Figure 1. Wiring by layer.
Drawn at 3 px/um.
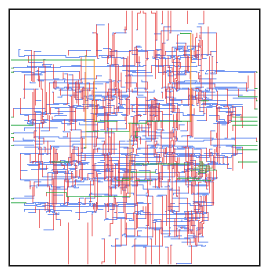
Figure 2. Where the registers sit.
Drawn at 3 px/um. Other sequential cells in the stronger grey, the rest of the logic in the fainter grey.
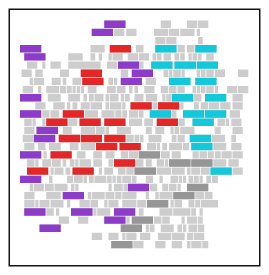
--- config.mk ---
export PLATFORM = sky130hd
export DESIGN_NAME = gray_to_excess3_seq_ctrl_flat
export DESIGN_NICKNAME = d
export VERILOG_FILES = /design/src/rtl/gray_to_excess3_seq_ctrl_if.sv /design/src/rtl/gray_to_excess3_seq_ctrl.sv /design/src/flat_wrapper.sv
export SDC_FILE = /design/constraint.sdc
export NUM_CORES = 1
export LEC_CHECK = 0
export CORE_AREA = 3 3 80 82
export CTS_CLUSTER_DIAMETER = 150
export DETAILED_ROUTE_END_ITERATION = 8
export DIE_AREA = 0 0 83 85
export HOLD_SLACK_MARGIN = 0.02
export PLACE_DENSITY = 0.86
export SYNTH_ARGS = -nofsm -noshare
export SYNTH_HDL_FRONTEND = slang
export SYNTH_SLANG_ARGS = --single-unit
--- constraint.sdc ---
create_clock -name clk -period 2.1 [get_ports clk]
set_clock_uncertainty 0.05 [all_clocks]
set_input_delay 0.525 -clock clk [delete_from_list [all_inputs] [get_ports clk]]
set_output_delay 0.525 -clock clk [all_outputs]
set_load 0.03 [all_outputs]
--- src/rtl/gray_to_excess3_seq_ctrl_if.sv ---
// Handshake bundle for the Gray -> Excess-3 sequencer.
//   in_valid / in_ready / gray         : operand side
//   out_valid / out_ready / ex3 / overflow : result side
// The master modport is the environment (producer + consumer); the slave
// modport is the converter itself.
interface gray_to_excess3_seq_ctrl_if #(
  parameter int BIN_W  = 16,
  parameter int DIGITS = 5
);
  logic                  in_valid;
  logic                  in_ready;
  logic [BIN_W-1:0]      gray;
  logic                  out_valid;
  logic                  out_ready;
  logic [DIGITS*4-1:0]   ex3;
  logic                  overflow;

  modport master (
    output in_valid, gray, out_ready,
    input  in_ready, out_valid, ex3, overflow
  );

  modport slave (
    input  in_valid, gray, out_ready,
    output in_ready, out_valid, ex3, overflow
  );
endinterface

--- src/rtl/gray_to_excess3_seq_ctrl.sv ---
// Multi-cycle Gray -> binary -> BCD -> Excess-3 converter.
// One binary bit is resolved per cycle (MSB first) and shifted into a
// double-dabble BCD engine; a final cycle adds 3 to every digit.
// Ports:
//   clk   rising-edge clock
//   rst   synchronous active-high reset
//   bus   handshake bundle (slave side): in_valid/in_ready/gray,
//         out_valid/out_ready/ex3/overflow
//   busy  high while converting (CONV or ADJ)
//
// state | meaning
// IDLE  | waiting for an operand, in_ready high
// CONV  | resolving one binary bit per cycle into the BCD engine
// ADJ   | adding 3 to each digit, registering ex3
// DONE  | result held until out_ready
module gray_to_excess3_seq_ctrl #(
  parameter int BIN_W  = 16,
  parameter int DIGITS = 5
) (
  input  logic                   clk,
  input  logic                   rst,
  gray_to_excess3_seq_ctrl_if.slave bus,
  output logic                   busy
);

  localparam int BW = DIGITS * 4;
  localparam int CW = (BIN_W > 1) ? $clog2(BIN_W) : 1;

  typedef enum logic [1:0] {IDLE, CONV, ADJ, DONE} state_t;

  state_t            state;
  state_t            state_nxt;
  logic [BIN_W-1:0]  gray_sr;
  logic              prev_bit;
  logic [CW-1:0]     count;
  logic [BW-1:0]     bcd;
  logic [BW-1:0]     bcd_adj;
  logic [BW-1:0]     ex3_nxt;
  logic              bin_bit;
  logic              accept;
  logic              in_ready_nxt;
  logic              out_valid_nxt;

  assign accept = (state == IDLE) && bus.in_valid && bus.in_ready;

  // Datapath helpers: next binary bit, per-digit dabble correction and
  // the final Excess-3 bias (4-bit per digit, no inter-digit carry).
  always_comb begin
    bin_bit = prev_bit ^ gray_sr[BIN_W-1];
    bcd_adj = '0;
    ex3_nxt = '0;
    for (int d = 0; d < DIGITS; d++) begin
      bcd_adj[d*4 +: 4] = (bcd[d*4 +: 4] >= 4'd5) ? bcd[d*4 +: 4] + 4'd3
                                                   : bcd[d*4 +: 4];
      ex3_nxt[d*4 +: 4] = bcd[d*4 +: 4] + 4'd3;
    end
  end

  always_ff @(posedge clk) begin
    if (rst) state <= IDLE;
    else     state <= state_nxt;
  end

  always_comb begin
    state_nxt = state;
    case (state)
      IDLE: if (accept)           state_nxt = CONV;
      CONV: if (count == '0)      state_nxt = ADJ;
      ADJ:                        state_nxt = DONE;
      DONE: if (bus.out_ready)    state_nxt = IDLE;
      default:                    state_nxt = IDLE;
    endcase
  end

  // Handshake flags are registered from the upcoming state so in_ready
  // drops on the accept edge and rises on the release edge.
  always_comb begin
    busy          = (state == CONV) || (state == ADJ);
    in_ready_nxt  = (state_nxt == IDLE);
    out_valid_nxt = (state_nxt == DONE);
  end

  always_ff @(posedge clk) begin
    if (rst) begin
      bus.in_ready  <= 1'b0;
      bus.out_valid <= 1'b0;
      bus.ex3       <= '0;
      bus.overflow  <= 1'b0;
      gray_sr       <= '0;
      prev_bit      <= 1'b0;
      count         <= '0;
      bcd           <= '0;
    end else begin
      bus.in_ready  <= in_ready_nxt;
      bus.out_valid <= out_valid_nxt;
      case (state)
        IDLE: begin
          if (accept) begin
            gray_sr      <= bus.gray;
            bcd          <= '0;
            prev_bit     <= 1'b0;
            bus.overflow <= 1'b0;
            count        <= CW'(BIN_W - 1);
          end
        end
        CONV: begin
          gray_sr      <= {gray_sr[BIN_W-2:0], 1'b0};
          bcd          <= {bcd_adj[BW-2:0], bin_bit};
          // Bit pushed out of the top digit means the value needs more digits.
          bus.overflow <= bus.overflow | bcd_adj[BW-1];
          prev_bit     <= bin_bit;
          count        <= count - 1'b1;
        end
        ADJ: begin
          bus.ex3 <= ex3_nxt;
        end
        default: ;
      endcase
    end
  end

endmodule

--- src/flat_wrapper.sv ---
// flat-port wrapper written by rule: the top's interface ports become plain ports
module gray_to_excess3_seq_ctrl_flat 
#(
  parameter int BIN_W  = 16,
  parameter int DIGITS = 5
)
  (clk, rst, busy, bus_in_valid, bus_gray, bus_out_ready, bus_in_ready, bus_out_valid, bus_ex3, bus_overflow);
  gray_to_excess3_seq_ctrl_if #(.BIN_W(BIN_W), .DIGITS(DIGITS)) bus_i ();
  input  logic clk;
  input  logic rst;
  output logic busy;
  input wire logic [$bits(bus_i.in_valid)-1:0] bus_in_valid;
  input wire logic [$bits(bus_i.gray)-1:0] bus_gray;
  input wire logic [$bits(bus_i.out_ready)-1:0] bus_out_ready;
  output wire logic [$bits(bus_i.in_ready)-1:0] bus_in_ready;
  output wire logic [$bits(bus_i.out_valid)-1:0] bus_out_valid;
  output wire logic [$bits(bus_i.ex3)-1:0] bus_ex3;
  output wire logic [$bits(bus_i.overflow)-1:0] bus_overflow;
  assign bus_i.in_valid = bus_in_valid;
  assign bus_i.gray = bus_gray;
  assign bus_i.out_ready = bus_out_ready;
  assign bus_in_ready = bus_i.in_ready;
  assign bus_out_valid = bus_i.out_valid;
  assign bus_ex3 = bus_i.ex3;
  assign bus_overflow = bus_i.overflow;
  gray_to_excess3_seq_ctrl #(.BIN_W(BIN_W), .DIGITS(DIGITS)) u_core (.clk(clk), .rst(rst), .bus(bus_i), .busy(busy));
endmodule
==> impl_metrics.xml <==
<?xml version="1.0" encoding="UTF-8"?>
<metrics>
  <group name="status">
    <metric name="status" unit="">finished clean</metric>
  </group>
  <group name="yosys">
    <metric name="ys_area" unit="um^2">3075</metric>
    <metric name="commonest_cells_post_synth" unit="">65 x sky130_fd_sc_hd__dfxtp_1, 33 x sky130_fd_sc_hd__nor2_1, 24 x sky130_fd_sc_hd__a21oi_1, 20 x sky130_fd_sc_hd__nand2_1, 19 x sky130_fd_sc_hd__inv_1</metric>
    <metric name="synth-edff-count" unit="">0</metric>
    <metric name="yosysUniqueCellTypes" unit="">41</metric>
    <metric name="yosys-mux-area-fraction" unit="">0.07486</metric>
    <metric name="floorplan.nets" unit="">361</metric>
    <metric name="yosys_register_bits" unit="">65</metric>
    <metric name="post_synth.cell_area_avg" unit="um^2">9.463</metric>
    <metric name="top_cell_area_share" unit="">0.4231</metric>
    <metric name="top_cells_by_area" unit="">sky130_fd_sc_hd__dfxtp_1 42%, sky130_fd_sc_hd__ha_1 6.5%, sky130_fd_sc_hd__mux2i_1 4.6%</metric>
    <metric name="synth_warnings" unit="">0</metric>
    <metric name="synthAoiAreaFrac" unit="">0.2140</metric>
    <metric name="async_flop_share" unit="">0</metric>
    <metric name="synthCells" unit="">325</metric>
    <metric name="synth_adder_area_share" unit="">0.06509</metric>
  </group>
  <group name="global_routing">
    <metric name="grt_pass1_wl" unit="um">11250</metric>
    <metric name="global_route.peak_usage_layer" unit="">met2</metric>
    <metric name="grt_util_met3" unit="">0.05631</metric>
  </group>
  <group name="clock_network">
    <metric name="clock_tree_from_tritoncts" unit="">built</metric>
    <metric name="ctsRootBufferMaster" unit="">sky130_fd_sc_hd__clkbuf_8</metric>
    <metric name="post_cts.resized_instances" unit="">1</metric>
    <metric name="post_cts.repair.setup_buffers" unit="">0</metric>
    <metric name="holdBufCountCts" unit="">0</metric>
    <metric name="cts_max_level" unit="">3</metric>
  </group>
  <group name="final_layout">
    <metric name="nClkBuffers" unit="">14</metric>
    <metric name="comb-cell-share" unit="">0.4213</metric>
    <metric name="inv_count" unit="">20</metric>
    <metric name="top_register" unit="">u_core.bus.ex3</metric>
    <metric name="combGateArea" unit="um^2">1588</metric>
    <metric name="area_growth_syn_to_layout" unit="%">22.54</metric>
    <metric name="layout.area.top_class" unit="">logic gates</metric>
    <metric name="ff_count" unit="">65</metric>
    <metric name="antenna_cell_count" unit="">0</metric>
  </group>
  <group name="detailed_routing">
    <metric name="wl_met3" unit="um">263</metric>
    <metric name="detail_route.vias_per_cell" unit="">5.449</metric>
    <metric name="drtPass1Iterations" unit="">5</metric>
    <metric name="postRouteWirelength" unit="um">6424</metric>
  </group>
  <group name="power_and_ir_drop">
    <metric name="power_leader" unit="">sequential cells</metric>
  </group>
  <group name="placement">
    <metric name="io_buffers" unit="">43</metric>
  </group>
  <group name="sta">
    <metric name="worst_slack" unit="ns">0.1047</metric>
    <metric name="post_route_worst_hold_slack" unit="ns">0.4052</metric>
    <metric name="total_setup_violations_reported_at_the_end_of_the_flow" unit="">0</metric>
    <metric name="setup_tns" unit="ns">0</metric>
  </group>
  <group name="critical_path">
    <metric name="crit_slowest_cell" unit="">sky130_fd_sc_hd__clkdlybuf4s50_1</metric>
    <metric name="cp-start-kind" unit="">register</metric>
    <metric name="path_depth" unit="">1</metric>
  </group>
  <group name="job">
    <metric name="log.warning_count" unit="">35</metric>
  </group>
  <group name="die">
    <metric name="num_rows" unit="">28</metric>
    <metric name="design.portCount" unit="">44</metric>
    <metric name="core" unit="um^2">5816</metric>
  </group>
</metrics>
Notes on Figure 1 above:
layer	colour	wire length
met3	green	264 um
met2	red	3090 um
met4	orange	105 um
met1	blue	2970 um
overall routing resource usage: 0.1953
post-detailed-route wirelength per cell: 14.21 um

Notes on Figure 2 above:
name in the netlist	colour	placed flops
`u_core.bus.ex3`	purple	20
`u_core.bcd`	red	19
`u_core.gray_sr`	cyan	16
not coloured	10
Finished Core Util: 0.6480
Storage cell area: 1301 um^2

